==> config.mk <==
export PLATFORM = sky130hd
export DESIGN_NAME = uart_baud_gen_frac
export DESIGN_NICKNAME = d
export VERILOG_FILES = /design/src/rtl/uart_pkg.sv /design/src/rtl/frac_prescaler.sv /design/src/rtl/uart_baud_gen_frac.sv
export SDC_FILE = /design/constraint.sdc
export NUM_CORES = 1
export LEC_CHECK = 0
export ABC_AREA = 1
export CORE_ASPECT_RATIO = 0.8
export CORE_MARGIN = 8
export CORE_UTILIZATION = 54
export CTS_CLUSTER_SIZE = 10
export DETAILED_ROUTE_END_ITERATION = 6
export HOLD_SLACK_MARGIN = 0.05
export PLACE_DENSITY = 0.76
export SETUP_SLACK_MARGIN = 0.3
export SKIP_LAST_GASP = 1
export SLEW_MARGIN = 25
export SYNTH_ARGS = -nofsm -noshare
export SYNTH_HDL_FRONTEND = slang
export SYNTH_HIERARCHICAL = 1
export SYNTH_SLANG_ARGS = --single-unit
export TNS_END_PERCENT = 1
==> constraint.sdc <==
create_clock -name clk -period 3.5 [get_ports clk]
set_clock_uncertainty 0.2 [all_clocks]
set_input_delay 0.7 -clock clk [delete_from_list [all_inputs] [get_ports clk]]
set_output_delay 0.7 -clock clk [all_outputs]
set_load 0.1 [all_outputs]
==> src/rtl/uart_pkg.sv <==
// Shared UART constants: default field widths, the 16x oversample setting and
// the minimum legal divisor / oversample configuration.
package uart_pkg;

  localparam int UART_DIV_W  = 16;
  localparam int UART_FRAC_W = 4;
  localparam int UART_OSR_W  = 5;
  localparam int OSR_16X     = 15;
  localparam int MIN_DIV     = 2;
  localparam int MIN_OSR_M1  = 3;

  function automatic logic cfg_illegal(input int unsigned div, input int unsigned osr_m1);
    return (div < MIN_DIV) || (osr_m1 < MIN_OSR_M1);
  endfunction

endpackage

==> src/rtl/frac_prescaler.sv <==
// Fractional prescaler: counts div_int (+1 when a fraction carry is pending) clocks
// per period and emits a registered 1-cycle tick when the count wraps.
module frac_prescaler #(
  parameter int DIV_W  = 16,
  parameter int FRAC_W = 4
) (
  input  logic              clk,
  input  logic              rst_n,
  input  logic              clr_i,
  input  logic [DIV_W-1:0]  div_int_i,
  input  logic [FRAC_W-1:0] div_frac_i,
  output logic              tick_o
);

  logic [DIV_W-1:0]  pcnt_q, pcnt_d;
  logic [FRAC_W-1:0] acc_q, acc_d;
  logic              carry_q, carry_d;
  logic              tick_q, tick_d;
  logic [DIV_W:0]    period;
  logic [DIV_W:0]    pcnt_inc;
  logic [FRAC_W:0]   sum;
  logic              wrap;

  // Extra bit so div_int = all-ones plus a carry cannot overflow.
  assign period   = {1'b0, div_int_i} + (DIV_W+1)'(carry_q);
  assign pcnt_inc = {1'b0, pcnt_q} + (DIV_W+1)'(1);
  assign wrap     = (pcnt_inc == period);
  assign sum      = {1'b0, acc_q} + {1'b0, div_frac_i};

  always_comb begin
    pcnt_d  = pcnt_q;
    acc_d   = acc_q;
    carry_d = carry_q;
    tick_d  = 1'b0;
    if (clr_i) begin
      pcnt_d  = '0;
      acc_d   = '0;
      carry_d = 1'b0;
    end else if (wrap) begin
      pcnt_d           = '0;
      {carry_d, acc_d} = sum;
      tick_d           = 1'b1;
    end else begin
      pcnt_d = pcnt_inc[DIV_W-1:0];
    end
  end

  always_ff @(posedge clk or negedge rst_n) begin
    if (!rst_n) begin
      pcnt_q  <= '0;
      acc_q   <= '0;
      carry_q <= 1'b0;
      tick_q  <= 1'b0;
    end else begin
      pcnt_q  <= pcnt_d;
      acc_q   <= acc_d;
      carry_q <= carry_d;
      tick_q  <= tick_d;
    end
  end

  assign tick_o = tick_q;

endmodule

==> src/rtl/uart_baud_gen_frac.sv <==
// UART baud generator with fractional divisor and run-time oversample ratio:
// shadowed config, oversample phase counter, mid-bit and end-of-bit strobes.
module uart_baud_gen_frac
  import uart_pkg::*;
#(
  parameter int DIV_W  = UART_DIV_W,
  parameter int FRAC_W = UART_FRAC_W,
  parameter int OSR_W  = UART_OSR_W
) (
  input  logic              clk,
  input  logic              rst_n,
  input  logic              en,
  input  logic              restart,
  input  logic [DIV_W-1:0]  div_int,
  input  logic [FRAC_W-1:0] div_frac,
  input  logic [OSR_W-1:0]  osr_m1,
  output logic              tick_os,
  output logic              tick_mid,
  output logic              tick_bit,
  output logic [OSR_W-1:0]  phase,
  output logic              cfg_err
);

  logic [DIV_W-1:0]  div_s_q, div_s_d;
  logic [FRAC_W-1:0] frac_s_q, frac_s_d;
  logic [OSR_W-1:0]  osr_s_q, osr_s_d;
  logic [OSR_W-1:0]  phase_q, phase_d;
  logic [OSR_W-1:0]  mid_pt;
  logic              en_q;
  logic              cfg_err_q, cfg_err_d;
  logic              tick_os_w;
  logic              illegal_s;
  logic              load;
  logic              clr;

  assign mid_pt    = osr_s_q >> 1;
  assign tick_bit  = tick_os_w && (phase_q == osr_s_q);
  assign tick_mid  = tick_os_w && (phase_q == mid_pt);
  // Config only changes at bit boundaries or while phase is being realigned.
  assign load      = !en || restart || tick_bit;
  assign illegal_s = cfg_illegal(32'(div_s_q), 32'(osr_s_q));
  // The first enabled cycle also clears, so the first tick lands div_int edges later.
  assign clr       = !en || !en_q || restart || illegal_s;

  frac_prescaler #(
    .DIV_W  (DIV_W),
    .FRAC_W (FRAC_W)
  ) u_presc (
    .clk        (clk),
    .rst_n      (rst_n),
    .clr_i      (clr),
    .div_int_i  (div_s_q),
    .div_frac_i (frac_s_q),
    .tick_o     (tick_os_w)
  );

  always_comb begin
    div_s_d  = div_s_q;
    frac_s_d = frac_s_q;
    osr_s_d  = osr_s_q;
    if (load) begin
      div_s_d  = div_int;
      frac_s_d = div_frac;
      osr_s_d  = osr_m1;
    end
    // Error stays hidden while disabled so an idle block shows all-zero outputs.
    cfg_err_d = en && cfg_illegal(32'(div_s_d), 32'(osr_s_d));
    phase_d   = phase_q;
    if (clr) begin
      phase_d = '0;
    end else if (tick_os_w) begin
      phase_d = (phase_q == osr_s_q) ? '0 : phase_q + OSR_W'(1);
    end
  end

  always_ff @(posedge clk or negedge rst_n) begin
    if (!rst_n) begin
      div_s_q   <= '0;
      frac_s_q  <= '0;
      osr_s_q   <= '0;
      phase_q   <= '0;
      en_q      <= 1'b0;
      cfg_err_q <= 1'b0;
    end else begin
      div_s_q   <= div_s_d;
      frac_s_q  <= frac_s_d;
      osr_s_q   <= osr_s_d;
      phase_q   <= phase_d;
      en_q      <= en;
      cfg_err_q <= cfg_err_d;
    end
  end

  assign tick_os = tick_os_w;
  assign phase   = phase_q;
  assign cfg_err = cfg_err_q;

endmodule

==> images/wires.png <==
Drawn at 4 px/um. Only two layers are drawn.
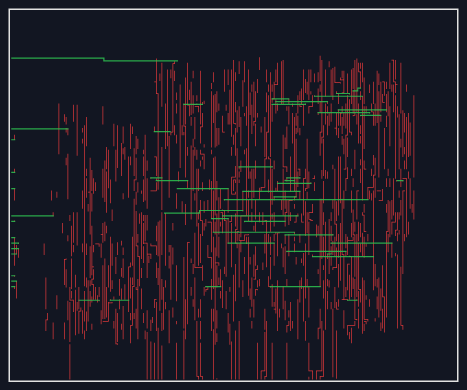
- red: metal 2 (wire length 4480 um)
- green: metal 3 (wire length 431 um)

==> images/cell_density.png <==
Drawn at 2 px/um. 11 x 9 tiles, from white (low) to dark blue (high), 0 to 100% covered.
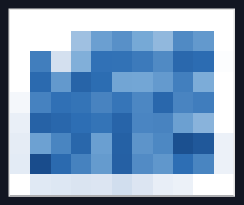
- densest ninth of the die: center
- fullest tile: 89%
- tiles over 75% full: 16%
- nearly empty tiles: 24%
- mean over tiles: 42%

==> results.md <==
| Stage | Parameter | Reported |
|:---|:---|:---|
| final timing | Number of slew-limit violations in the final report | 0 |
| yosys | Mux cell area share after synthesis | 1.42% |
| clocking | Clock slew at the register clock pins of the worst setup and hold paths | 0.11 ns |
| global routing | Via count of the first global-routing pass | 3613 |
| final timing | Upper clock frequency limit | 347 MHz |
| power | Switching portion of total power | 30.0% |
| yosys | Number of enable-type register cells in the synthesized netlist | 0 |
| worst setup path | Worst setup EP type | output port |
| clocking | CTS Hold Bufs | 0 |
| yosys | AO/OA Area Share | 4.14% |
| run | Max-Cap Viols | 0 |
| final timing | Sum of negative setup slack | 0 ns |
| finish | P&R area growth vs syn | 13.0% |
| global routing | Number of antenna violations at the first check in global routing | 0 |
| clocking | H-tree levels | 2 |
| yosys | Cell accounting for the most synthesized area | dfrtp_1 |
| yosys | Share of synthesized area occupied by flip-flops and latches | 34.1% |
| finish | Total of fill cells in the finished design | 652 |
| finish | # nets final | 655 |
| floorplanning | Initial Utilization | 54.6% |
| yosys | Yosys stat cell total | 576 |
| power | Power share of the sequential group | 53.3% |
| finish | Non-filler cells in the finished layout | 707 |
| global routing | Aggregate global-route resource usage | 18.8% |
| final timing | Worst slew margin relative to its limit | 53.7% |
| global routing | Global-route layer with the greatest usage | met2 |
| power | Internal power | 902 uW |
| power | Cell area power density | 288 nW/um2 |
| routing | Routed metal-1 wirelength | 4400 um |
| clocking | CTS Root Cell | clkbuf_8 |
| worst setup path | Setup crit start kind | flip-flop |
| final timing | Clock period minus final worst setup slack | 2.88 ns |
| final timing | Worst Max-Slew Pin Slew | 0.695 ns |
| finish | Logic area | 2270 um2 |
| worst setup path | Data arrival time at the worst-slack endpoint | 1.98 ns |
| global routing | Largest net degree at the start of global routing | 32 |
| clocking | Total clock sinks | 54 |
| routing | DRC | 0 |
| yosys | Primary flip-flop cell chosen by synthesis mapping | dfrtp_1 |
| routing | Count of TritonRoute iterations in the first routing pass | 5 |
| yosys | Mean area per synthesized cell | 6.88 um2 |
| yosys | Area of the mapped netlist | 3960 um2 |
| final timing | Setup repair after global routing missed its margin | false |
| finish | Final core utilization | 61.8% |
| placed design | DPL Wire Length | 7410 um |
| routing | Final WL | 9360 um |
| global routing | Global routing usage on met2 | 32.8% |
| worst setup path | Setup Crit Path Kind | reg2out |
| global routing | Met3 capacity usage during global routing | 2.60% |
| placed design | Placed cell areas | 4380 um2 |
| yosys | Simple-gate share of the synthesized area | 45.7% |
| routing | First-iteration detailed-routing DRC count | 219 |
| yosys | Number of warnings printed during yosys synthesis | 6 |
| power | Clock power frac | 29.7% |
| finish | ANT cells | 0 |
| routing | DR vias/cell | 5.26 |
| yosys | Commonest cells post-synth | nand2_1 (201), inv_1 (68), dfrtp_1 (54), nor2_1 (54), nand3_1 (52) |
| yosys | Yosys Chip Area | 3960 um2 |
| finish | Largest regs | div_s_q: 16 flops, u_presc/pcnt_q: 16 flops |
| routing | Remaining antenna violation count | 0 |
| yosys | Area fraction of the dominant cell type after synthesis | 34.1% |
| finish | Commonest non-fill, non-tap cells in the layout | nand2_1 (201), inv_1 (68), nor2_1 (54), dfrtp_1 (53), nand3_1 (52) |
| run status | Status | finished, final reports clean |
| yosys | Main logic family after synthesis | simple AND/OR/NAND/NOR gates |
| power | Leakage power | 0.00220 uW |
| clocking | Clock tree buffer depth | 2 |
| final timing | Hold violation total from the final report | 0 |
| worst setup path | Worst-path fanout max | 16 |
| finish | Top logic cell by instance count in the layout | nand2_1 |
| finish | FF/Latch Area | 1350 um2 |
| power | Power in combinational cells | 219 uW |
| power | PnR Total Power | 1290 uW |
| yosys | Async set-reset flop share out of synthesis | 100% |
| yosys | Net count of the mapped netlist | 615 |
| worst setup path | CP most frequent cell | nand2_1 |
| power | Power Sequential | 688 uW |
| finish | Share of post-route cells with drive strength above 1 | 14.9% |
| floorplanning | Number of top-level design ports | 38 |
| yosys | Parity-gate share of the synthesized area counting xor and xnor cells | 2.43% |
| yosys | Synth unique cells | 39 |
| routing | Uppermost routed layer | met4 |
| worst setup path | Number of buffer and inverter stages on the critical path | 3 |
| clocking | Clock latency on the worst-skew pair | 0.32 ns |
| final timing | Hold Slack | 0.212 ns |
| global routing | First-pass GRT wire length | 16000 um |
| routing | Average wire per standard cell | 13.2 um |
| yosys | Adder and majority gate portion of the synthesized area | 3.35% |
| worst setup path | Ordered cell list for the critical path | inv_2 > nand2_1 > nand2_1 > nor2_4 > nand4_4 > inv_1 > buf_4 |
| min path | Type of the most critical hold path | in2async |
| worst setup path | Largest stage delay on the critical path | 0.55 ns |
| routing | Via Count | 3722 |
| placed design | Final weighted congestion in routability-driven placement | 0.895 |
| final timing | Final worst slack | 0.618 ns |
| yosys | Cells after synthesis | 576 |
| power | Power dissipated by switching net loads | 387 uW |
| worst setup path | Data required time at the worst endpoint | 2.60 ns |
| power | Power dissipated in the clock network | 383 uW |
| run | Tally of OpenROAD warnings | 27 |
| placed design | Pre-CTS WS | 0.623 ns |
| placed design | Placed insts | 699 |
| global routing | Met1 global-route usage | 24.2% |
| placed design | PortBufs | 37 |
| clocking | Number of buffers added by the clock tree synthesis step | 5 |
| routing | Routed wire length on met2 | 4480 um |
| clocking | Clock tree from TritonCTS | done |
| yosys | Count leader, synth | nand2_1 |
| worst setup path | Cell at the slowest stage of the critical path | dfrtp_1 |
| power | Biggest consumer | sequential cells |
| global routing | GRT Residual Overflow | 0 |
| worst setup path | FF-to-FF setup slack | 0.81 ns |
| final timing | Final setup violation count | 0 |
| clocking | Number of instances resized during post-cts repair | 0 |
| worst setup path | Family of cells with the greatest summed delay on the critical path | buffers and inverters |
==> images/power_grid.png <==
Drawn at 4 px/um. Pins as bars on the die edge.
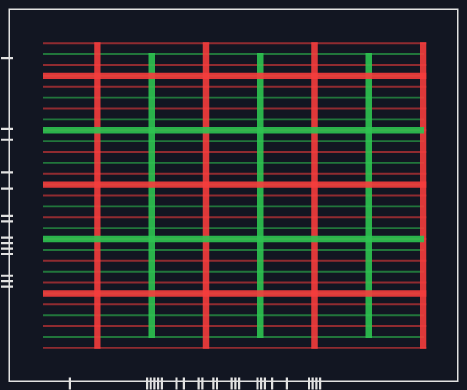
- green: VDD
- red: VSS
- met5 straps: 5
- rows: 28
- met1 rails: 29
- signal pins: 38
- met4 straps: 7
area of the core: 7250 um2
die extent in x: 112 um
vertical die dimension: 92.6 um
worst IR drop on VDD: 0.171 mV

## layout make-up
cell class	instances	area share, %
timing repair buffer	40	8.16
clock buffer	6	1.84
inverter	74	6.20
multi-input combinational	441	50.7
tap	90	2.51
clock inverter	2	0.363
sequential	54	30.2
## final timing paths
kind	startpoint	endpoint	cells past startpoint
setup / recovery	phase[1]	tick_bit	7
hold / removal	rst_n	osr_s_q[2]	1
setup reg to reg	div_s_q[0]	u_presc/pcnt_q[1]	13
hold reg to reg	u_presc/acc_q[0]	u_presc/acc_q[0]	2
max in group asynchronous	rst_n	div_s_q[15]	2
min in group clk	u_presc/acc_q[0]	u_presc/acc_q[0]	2
Power and IR drop assume default switching activity.
